[config.mk]
export PLATFORM = sky130hd
export DESIGN_NAME = control_unit
export DESIGN_NICKNAME = d
export VERILOG_FILES = /design/src/rtl/k_and_s_pkg.sv /design/src/rtl/control_unit.sv
export SDC_FILE = /design/constraint.sdc
export NUM_CORES = 1
export LEC_CHECK = 0
export CORE_MARGIN = 8
export CORE_UTILIZATION = 35
export DETAILED_ROUTE_END_ITERATION = 7
export PLACE_DENSITY = 0.69
export SYNTH_ARGS = -nofsm -noshare
export SYNTH_HDL_FRONTEND = slang
export SYNTH_SLANG_ARGS = --single-unit
[constraint.sdc]
create_clock -name clk -period 3.15 [get_ports clk]
set_clock_uncertainty 0.2 [all_clocks]
set_input_delay 0.315 -clock clk [delete_from_list [all_inputs] [get_ports clk]]
set_output_delay 0.315 -clock clk [all_outputs]
set_load 0.02 [all_outputs]
[src/rtl/k_and_s_pkg.sv]
// k_and_s_pkg: shared types for the K-and-S processor.
//   decoded_instruction_type : opcode class produced by data_path
//   control_state_type       : control_unit sequencing states
//   ALU_OR/ALU_ADD/ALU_SUB/ALU_AND : ALU operation codes
//   alu_op_for()             : ALU operation selected by an ALU-class opcode
package k_and_s_pkg;

  typedef enum logic [3:0] {
    I_NOP,
    I_LOAD,
    I_STORE,
    I_MOVE,
    I_ADD,
    I_SUB,
    I_AND,
    I_OR,
    I_BRANCH,
    I_BZERO,
    I_BNZERO,
    I_BNEG,
    I_BNNEG,
    I_BOV,
    I_BNOV,
    I_HALT
  } decoded_instruction_type;

  typedef enum logic [3:0] {
    FETCH,
    LOAD_IR,
    DECODE,
    LOAD_1,
    LOAD_2,
    STORE_1,
    ALU_1,
    MOVE_1,
    BRANCH_1,
    HALTED
  } control_state_type;

  localparam logic [1:0] ALU_OR  = 2'b00;
  localparam logic [1:0] ALU_ADD = 2'b01;
  localparam logic [1:0] ALU_SUB = 2'b10;
  localparam logic [1:0] ALU_AND = 2'b11;

  function automatic logic [1:0] alu_op_for(input decoded_instruction_type instr);
    logic [1:0] op;
    case (instr)
      I_ADD:   op = ALU_ADD;
      I_SUB:   op = ALU_SUB;
      I_AND:   op = ALU_AND;
      default: op = ALU_OR;
    endcase
    return op;
  endfunction

endpackage

[src/rtl/control_unit.sv]
// control_unit: sequencing FSM of the K-and-S processor. Steps every
// instruction through FETCH, LOAD_IR, DECODE and an execute state, and
// drives the data_path strobes and the RAM write enable as Moore outputs.
//
// Parameters:
//   COUNT_WIDTH : width of the retired-instruction counter (default 16)
// Ports:
//   clk, rst            : clock, asynchronous active-high reset
//   decoded_instruction : opcode class from data_path (sampled in DECODE)
//   zero_op, neg_op, unsigned_overflow : registered ALU flags
//   branch, pc_enable, ir_enable, addr_sel, c_sel, operation,
//   write_reg_enable, flags_reg_enable, ram_write_enable : data_path controls
//   halt                : high while stopped on HALT
//   instr_count         : retired-instruction count (only with the macro below)
// Configuration macro:
//   CONTROL_UNIT_INSTR_COUNT_EN : adds the instr_count port and counter.
//
// The internal signal 'state' (control_state_type) is the FSM state and is
// the intended hook for bound checkers.
module control_unit
  import k_and_s_pkg::*;
#(
  parameter int COUNT_WIDTH = 16
) (
  input  logic                    clk,
  input  logic                    rst,
  input  decoded_instruction_type decoded_instruction,
  input  logic                    zero_op,
  input  logic                    neg_op,
  input  logic                    unsigned_overflow,
  output logic                    branch,
  output logic                    pc_enable,
  output logic                    ir_enable,
  output logic                    addr_sel,
  output logic                    c_sel,
  output logic [1:0]              operation,
  output logic                    write_reg_enable,
  output logic                    flags_reg_enable,
  output logic                    ram_write_enable,
  output logic                    halt
`ifdef CONTROL_UNIT_INSTR_COUNT_EN
  ,
  output logic [COUNT_WIDTH-1:0]  instr_count
`endif
);

  control_state_type state;
  control_state_type next_state;

  // The ALU operation is captured in DECODE so that ALU_1 stays a pure
  // function of registered state and never looks at decoded_instruction.
  logic [1:0] alu_op_q;

  always_ff @(posedge clk or posedge rst) begin
    if (rst) begin
      state    <= FETCH;
      alu_op_q <= ALU_OR;
    end else begin
      state <= next_state;
      if (state == DECODE) begin
        alu_op_q <= alu_op_for(decoded_instruction);
      end
    end
  end

  always_comb begin
    next_state       = state;
    branch           = 1'b0;
    pc_enable        = 1'b0;
    ir_enable        = 1'b0;
    addr_sel         = 1'b0;
    c_sel            = 1'b0;
    operation        = ALU_OR;
    write_reg_enable = 1'b0;
    flags_reg_enable = 1'b0;
    ram_write_enable = 1'b0;
    halt             = 1'b0;
    case (state)
      FETCH: begin
        next_state = LOAD_IR;
      end
      LOAD_IR: begin
        ir_enable  = 1'b1;
        pc_enable  = 1'b1;
        next_state = DECODE;
      end
      DECODE: begin
        case (decoded_instruction)
          I_LOAD:   next_state = LOAD_1;
          I_STORE:  next_state = STORE_1;
          I_ADD,
          I_SUB,
          I_AND,
          I_OR:     next_state = ALU_1;
          I_MOVE:   next_state = MOVE_1;
          I_HALT:   next_state = HALTED;
          I_BRANCH: next_state = BRANCH_1;
          I_BZERO:  next_state = zero_op            ? BRANCH_1 : FETCH;
          I_BNZERO: next_state = !zero_op           ? BRANCH_1 : FETCH;
          I_BNEG:   next_state = neg_op             ? BRANCH_1 : FETCH;
          I_BNNEG:  next_state = !neg_op            ? BRANCH_1 : FETCH;
          I_BOV:    next_state = unsigned_overflow  ? BRANCH_1 : FETCH;
          I_BNOV:   next_state = !unsigned_overflow ? BRANCH_1 : FETCH;
          default:  next_state = FETCH;
        endcase
      end
      LOAD_1: begin
        addr_sel   = 1'b1;
        next_state = LOAD_2;
      end
      LOAD_2: begin
        addr_sel         = 1'b1;
        write_reg_enable = 1'b1;
        next_state       = FETCH;
      end
      STORE_1: begin
        addr_sel         = 1'b1;
        ram_write_enable = 1'b1;
        next_state       = FETCH;
      end
      ALU_1: begin
        c_sel            = 1'b1;
        operation        = alu_op_q;
        write_reg_enable = 1'b1;
        flags_reg_enable = 1'b1;
        next_state       = FETCH;
      end
      MOVE_1: begin
        // A OR A copies the source register, since both ALU inputs are A.
        c_sel            = 1'b1;
        write_reg_enable = 1'b1;
        next_state       = FETCH;
      end
      BRANCH_1: begin
        pc_enable  = 1'b1;
        branch     = 1'b1;
        next_state = FETCH;
      end
      HALTED: begin
        halt       = 1'b1;
        next_state = HALTED;
      end
      default: begin
        next_state = FETCH;
      end
    endcase
  end

`ifdef CONTROL_UNIT_INSTR_COUNT_EN
  // An instruction retires when the FSM re-enters FETCH from any execute
  // state or DECODE, or enters HALTED. FETCH and LOAD_IR never lead to
  // FETCH, so "entering FETCH from elsewhere" covers exactly those states.
  logic                   retire;
  logic [COUNT_WIDTH-1:0] count_q;

  assign retire = ((next_state == FETCH)  && (state != FETCH)) ||
                  ((next_state == HALTED) && (state != HALTED));

  always_ff @(posedge clk or posedge rst) begin
    if (rst) begin
      count_q <= '0;
    end else if (retire) begin
      count_q <= count_q + COUNT_WIDTH'(1);
    end
  end

  assign instr_count = count_q;
`else
  // Counter not built: FSM behaviour is unchanged.
`endif

endmodule
==> results.sh, run 1 <==
# implementation run metrics
export IMPL_status="completed"
export IMPL_vias=465
export IMPL_ir_worst_vdd_mv=0.294
export IMPL_antenna_found_initial=0
export IMPL_nNetsFinal=85
export IMPL_fin_area_sq_um=662
export IMPL_synthesis_nets=65
export IMPL_grt_overflow=0
export IMPL_core_area_sq_um=1250
export IMPL_synth_top_flop_cell="dfrtp_1"
export IMPL_clk_pin_slew_worst_paths_ns=0.05
export IMPL_largest_area_cell="dfrtp_1"
export IMPL_power_frac_clock_pct=14.0
export IMPL_fin_cells=89
export IMPL_grtUsageTotal_pct=9.23
export IMPL_common_cells="8 x nor2_1, 6 x dfrtp_1, 4 x inv_1, 4 x nor3_1, 3 x nand2_1"
export IMPL_drt_iter0_markers=3
export IMPL_top_regs="state: 4 flops, alu_op_q: 2 flops"
export IMPL_rr_startpoint="state[3]"
export IMPL_leakage_nw=0.275
export IMPL_synth_avg_cell_area_sq_um=8.16
export IMPL_cts_tree="done"
export IMPL_r2r_end="state[3]"
export IMPL_fin_tns_setup_ns=0
export IMPL_startpoint="state[0]"
export IMPL_yosys_area_sq_um=457
export IMPL_rows=13
export IMPL_cts_resized=0
export IMPL_clock_fmax_ghz=0.393
export IMPL_cts_buffer_depth=2
export IMPL_edf_count=0
export IMPL_end_kind="primary output"
export IMPL_area_leaders="dfrtp_1 33%, nor2_1 6.6%, mux2i_1 4.4%"
export IMPL_yosys_stat_seqShare_pct=32.9
export IMPL_syn_area_sq_um=457
export IMPL_reg2reg_slack_ns=1.49
export IMPL_post_route_util_pct=52.8
export IMPL_setup_viol=0
export IMPL_cts_buffers=3
export IMPL_finalWeightedCongestion=0.766
export IMPL_drv_cap=0
export IMPL_antennaDiodeCount=0
export IMPL_startpoint_type="flip-flop"
export IMPL_wl_per_cell_um=12.5
export IMPL_synth_top_area_share_pct=32.9
export IMPL_crit_required_ns=2.63
export IMPL_endpoint="halt"
export IMPL_vias_per_cell=5.22
export IMPL_drt_pass1_iterations=2
export IMPL_reg2reg_depth=3
export IMPL_fp_dieH_um=52.1
export IMPL_worstSetupPathType="flip-flop to primary output"
export IMPL_die_w_um=52.1
export IMPL_post_route_period_util_pct=80.7
export IMPL_total_power_mw=0.505
export IMPL_synth_cells=56
export IMPL_dp_hpwl_um=901
export IMPL_regMostFlops="state"
export IMPL_p_seq_share_pct=31.4
export IMPL_fp_util_pct=36.5
export IMPL_top_cell="nor2_1"
export IMPL_dpl_cell_area_sq_um=639
export IMPL_cts_root_buf="clkbuf_4"
export IMPL_cp_arrival_ns=2.03
export IMPL_grt_pass1_vias=433
export IMPL_route_detailed_drc=0
export IMPL_worst_pin_slew_ns=0.362
export IMPL_layout_drive_gt1_share_pct=5.41
export IMPL_ant_nets=0
export IMPL_path_max_fanout=9
export IMPL_hold_viol=0
export IMPL_tool_warnings=26
export IMPL_yosys_cell_types_count=28
export IMPL_chipArea_sq_um=2720
run 1: worst max-delay path: stages (launching register included):
cell             delay (ns)
dfrtp_1                0.48
or2b_1                 0.30
nor3b_1                0.32
clkdlybuf4s50_1        0.68
run 1: routing by layer:
layer,vias up,global-route usage (%),share of wire (%)
met3,2,2.85,4.0
met2,12,14.2,50
met1,212,10.5,46
met4,0,6.64,0.81
li1,239,-,-
met5,-,0,0
run 1: worst min-delay path by stage:
stage | cells past startpoint | to | slack (ns)
floorplan | 1 | alu_op_q[0] | -0.09
global route | 2 | state[2] | 0.12
global placement | 2 | alu_op_q[1] | 0.25
CTS | 2 | state[2] | 0.09
finish | 2 | state[2] | 0.08
detailed placement | 2 | alu_op_q[0] | 0.26
run 1: placed cells by master (no fill, tap or decap), types with 2 or more instances in the layout:
master	instances
a21oi_1	2
a31oi_1	2
and2_1	2
clkbuf_4	3
clkdlybuf4s50_1	19
dfrtp_1	6
inv_1	4
mux2i_1	2
nand2_1	3
nand2b_1	2
nor2_1	8
nor2b_1	2
nor3_1	4
o31ai_1	2
run 1: cells by family (layout without fill, tap and decap cells):
family	count (synthesis)	after routing	share of synthesized area, %
xor gates and xnor gates	1	1	1.92
buffers and inverters	8	26	9.04
AOI/OAI and AO/OA	12	12	18.6
muxes	2	2	4.38
DFF	6	6	32.9
and+or+nand+nor	27	27	33.2
run 1: power groups by stage:
stage	clock network, mW	registers (mW)	logic, mW
global route	0.0713	0.168	0.303
floorplan	0	0.124	0.217
detailed placement	0	0.159	0.280
CTS	0.0704	0.159	0.280
finish	0.0705	0.159	0.276
global placement	0	0.156	0.282
run 1: final cells by class:
cell class	count	area, sq um
Fill cell	115	591
Timing Repair Buffer	19	190
Tap cell	15	18.8
Clock buffer	3	22.5
Sequential cell	6	150
Inverter	4	15.0
Multi-Input combinational cell	42	265
### Cell sizes after repair, run 1

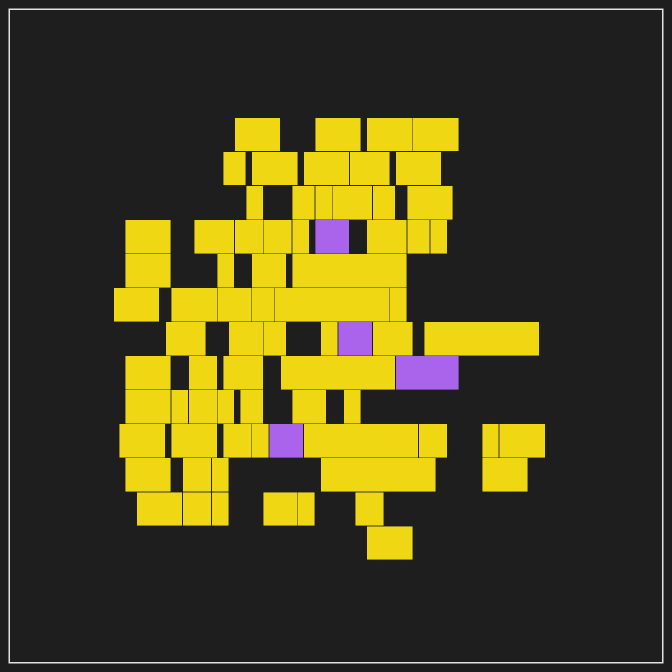
legend:
  drive 3 to 4:
    colour: purple
    cells: 4
    most_used: clkbuf_4
  drive 1 or less:
    colour: yellow
    cells: 70
    most_used: clkdlybuf4s50_1
Area Growth Syn to Fin: 44.9%
setup slack after layout: 0.608 ns

### Clock wires, drivers and flops, run 1

Bar = 20 um.
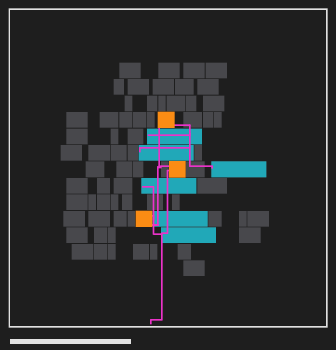
legend:
  cells driving clock nets:
    colour: orange
    count: 3
  clock wires:
    colour: magenta
    length: 97.0 um
  flip-flops:
    colour: cyan
    count: 6
flops lie: centre

### Routed metal per tile, run 1

10 x 10 tiles, from dark blue (low) to red (high), scaled to the fullest tile. Values are wire area over tile area, all layers added.
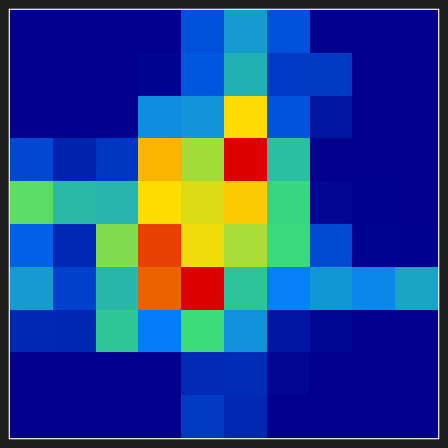
mean over tiles: 0.064
nearly empty tiles: 45%
tiles over half the peak: 14%
densest ninth of the die: centre
fullest tile: 0.31
emptiest ninth of the die: upper left

### Where the registers sit, run 1

Bar = 20 um.
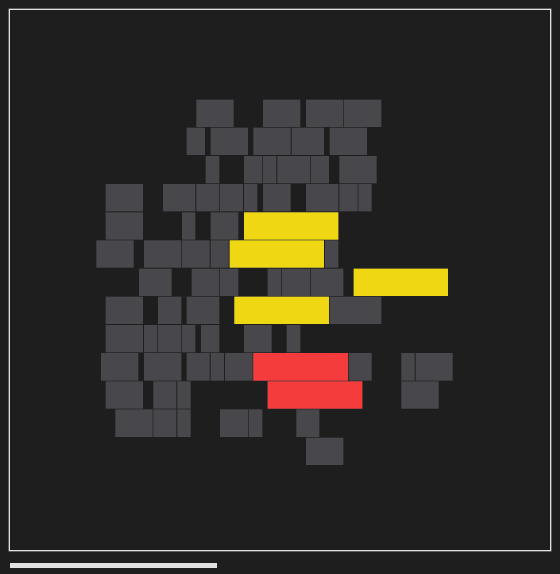

## Run 2: what changed since run 1
- PLACE_DENSITY: 0.69 -> 0.71
- clock period: 3.15 -> 2.26 ns (I/O delays scaled with it)
### Where the registers sit, run 2

Bar = 20 um.
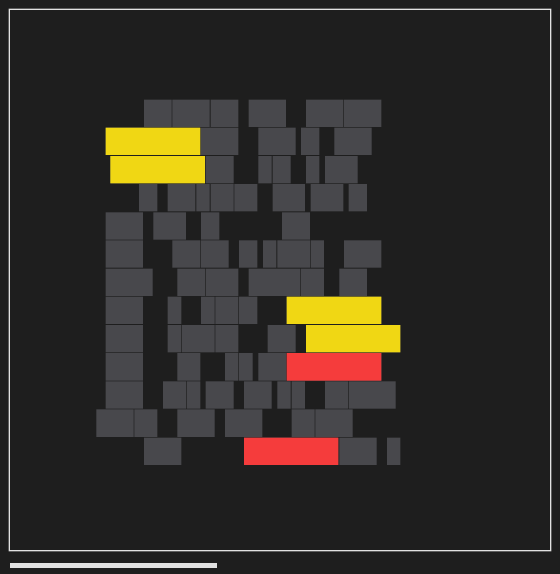
legend:
  `state`:
    colour: yellow
    sequential_cells: 4
  `alu_op_q`:
    colour: red
    sequential_cells: 2
sequential power: 0.178 mW
FF+latch area: 150 sq um
register fraction of the total cell area: 20.9%
Core Util, Final: 57.2%

==> run 2 against run 1 <==
Clock power up 49%. Final area up 8.3%. Combinational power up 72%. Global-route usage up 1.4 points. Register-to-register slack worse by 0.94 ns. Cell count up 6.7%. First-iteration DRC count rose to 3.7 times the previous value. Non-clock buffer count up 6. Power up 50%. Critical path type unchanged.
==> results.sh, run 2 <==
# implementation run metrics
export IMPL_status="completed"
export IMPL_wl_met3_um=27
export IMPL_dr_wl_met2_um=628
export IMPL_synth_top_area_share_pct=32.9
export IMPL_cp_arrival_ns=1.74
export IMPL_max_stage_delay_ns=0.66
export IMPL_synth_avg_cell_area_sq_um=8.16
export IMPL_nNetsFinal=91
export IMPL_worst_slack_ns=0.0908
export IMPL_post_route_period_util_pct=96.0
export IMPL_antennaDiodeCount=0
export IMPL_final_fill_count=115
export IMPL_reg2reg_depth=4
export IMPL_die_w_um=52.1
export IMPL_reg2reg_slack_ns=0.55
export IMPL_path_delay_family="buffers and inverters"
export IMPL_drv_cap=0
export IMPL_endpoint="branch"
export IMPL_route_detailed_drc=0
export IMPL_drt_pass1_iterations=4
export IMPL_cts_root_buf="clkbuf_4"
export IMPL_path_cells="buf_4, nor4b_1, clkdlybuf4s50_1"
export IMPL_antenna_found_initial=0
export IMPL_crit_required_ns=1.83
export IMPL_startpoint_type="flip-flop"
export IMPL_syn_area_sq_um=457
export IMPL_layout_drive_gt1_share_pct=12.5
export IMPL_clock_fmax_ghz=0.461
export IMPL_fin_tns_setup_ns=0
export IMPL_common_cells="8 x nor2_1, 6 x dfrtp_1, 4 x inv_1, 4 x nor3_1, 3 x nand2_1"
export IMPL_yosys_stat_seqShare_pct=32.9
export IMPL_rows=13
export IMPL_grtUsageTotal_pct=10.6
export IMPL_chipArea_sq_um=2720
export IMPL_r2r_end="state[3]"
export IMPL_tool_warnings=26
export IMPL_synthesis_nets=65
export IMPL_dp_hpwl_um=986
export IMPL_worst_pin_slew_ns=0.356
export IMPL_rr_startpoint="state[2]"
export IMPL_regMostFlops="state"
export IMPL_fp_dieH_um=52.1
## run 2: cell counts after synthesis
No cell type changed its count.
## run 2: metal layers
layer / vias to the layer above / global-route usage, %
met4: 0 / 7.96
li1: 249 / -
met2: 11 / 17.4
met5: - / 0
met1: 206 / 11.3
met3: 2 / 2.85
## run 2: per-stage QoR
stage	instance area, sq um	utilization, %
finish	717	57.2
detailed placement	677	54.0
CTS	709	56.6
global route	717	57.2
global placement	677	54.0
floorplan	457	-
## run 2: worst min-delay path, stage by stage, from the launching register on
cell and delay (ns):
dfrtp_1 0.33, nand2_1 0.05, o31ai_1 0.05
## run 2: worst min path at each step
stage / start / end / cells after the start
floorplan: rst / alu_op_q[0] / 1
global placement: alu_op_q[1] / alu_op_q[1] / 2
detailed placement: rst / alu_op_q[1] / 2
CTS: alu_op_q[0] / alu_op_q[0] / 2
global route: alu_op_q[0] / alu_op_q[0] / 2
finish: alu_op_q[0] / alu_op_q[0] / 2
## run 2: logic make-up after synthesis
family,synth area share [%]
buf+inv,9.04
simple gates,33.2
mux,4.38
compound gates,18.6
xor+xnor,1.92
flops,32.9
## run 2: layout make-up
class,instances,share of cell area (%)
inverter,4,2.09
sequential,6,20.9
clock buffer,3,3.14
multi-input combinational,42,37.3
tap,15,2.62
timing repair buffer,25,33.9
## run 2: report_power, final
group          leakage [nW]  switching, mW  total (mW)  internal [mW]
clock network        0.0138         0.0442       0.105         0.0604
registers            0.0791         0.0272       0.178          0.151
logic                 0.249          0.239       0.475          0.236
## run 2: timing repair
item                                   in CTS  in global routing
hold buffers                                1                  0
resized                                     0                  3
setup endpoints to repair                   0                  3
endpoints found under the hold margin       6                  0
No activity file was given, so power comes from the tool's default toggle rates.
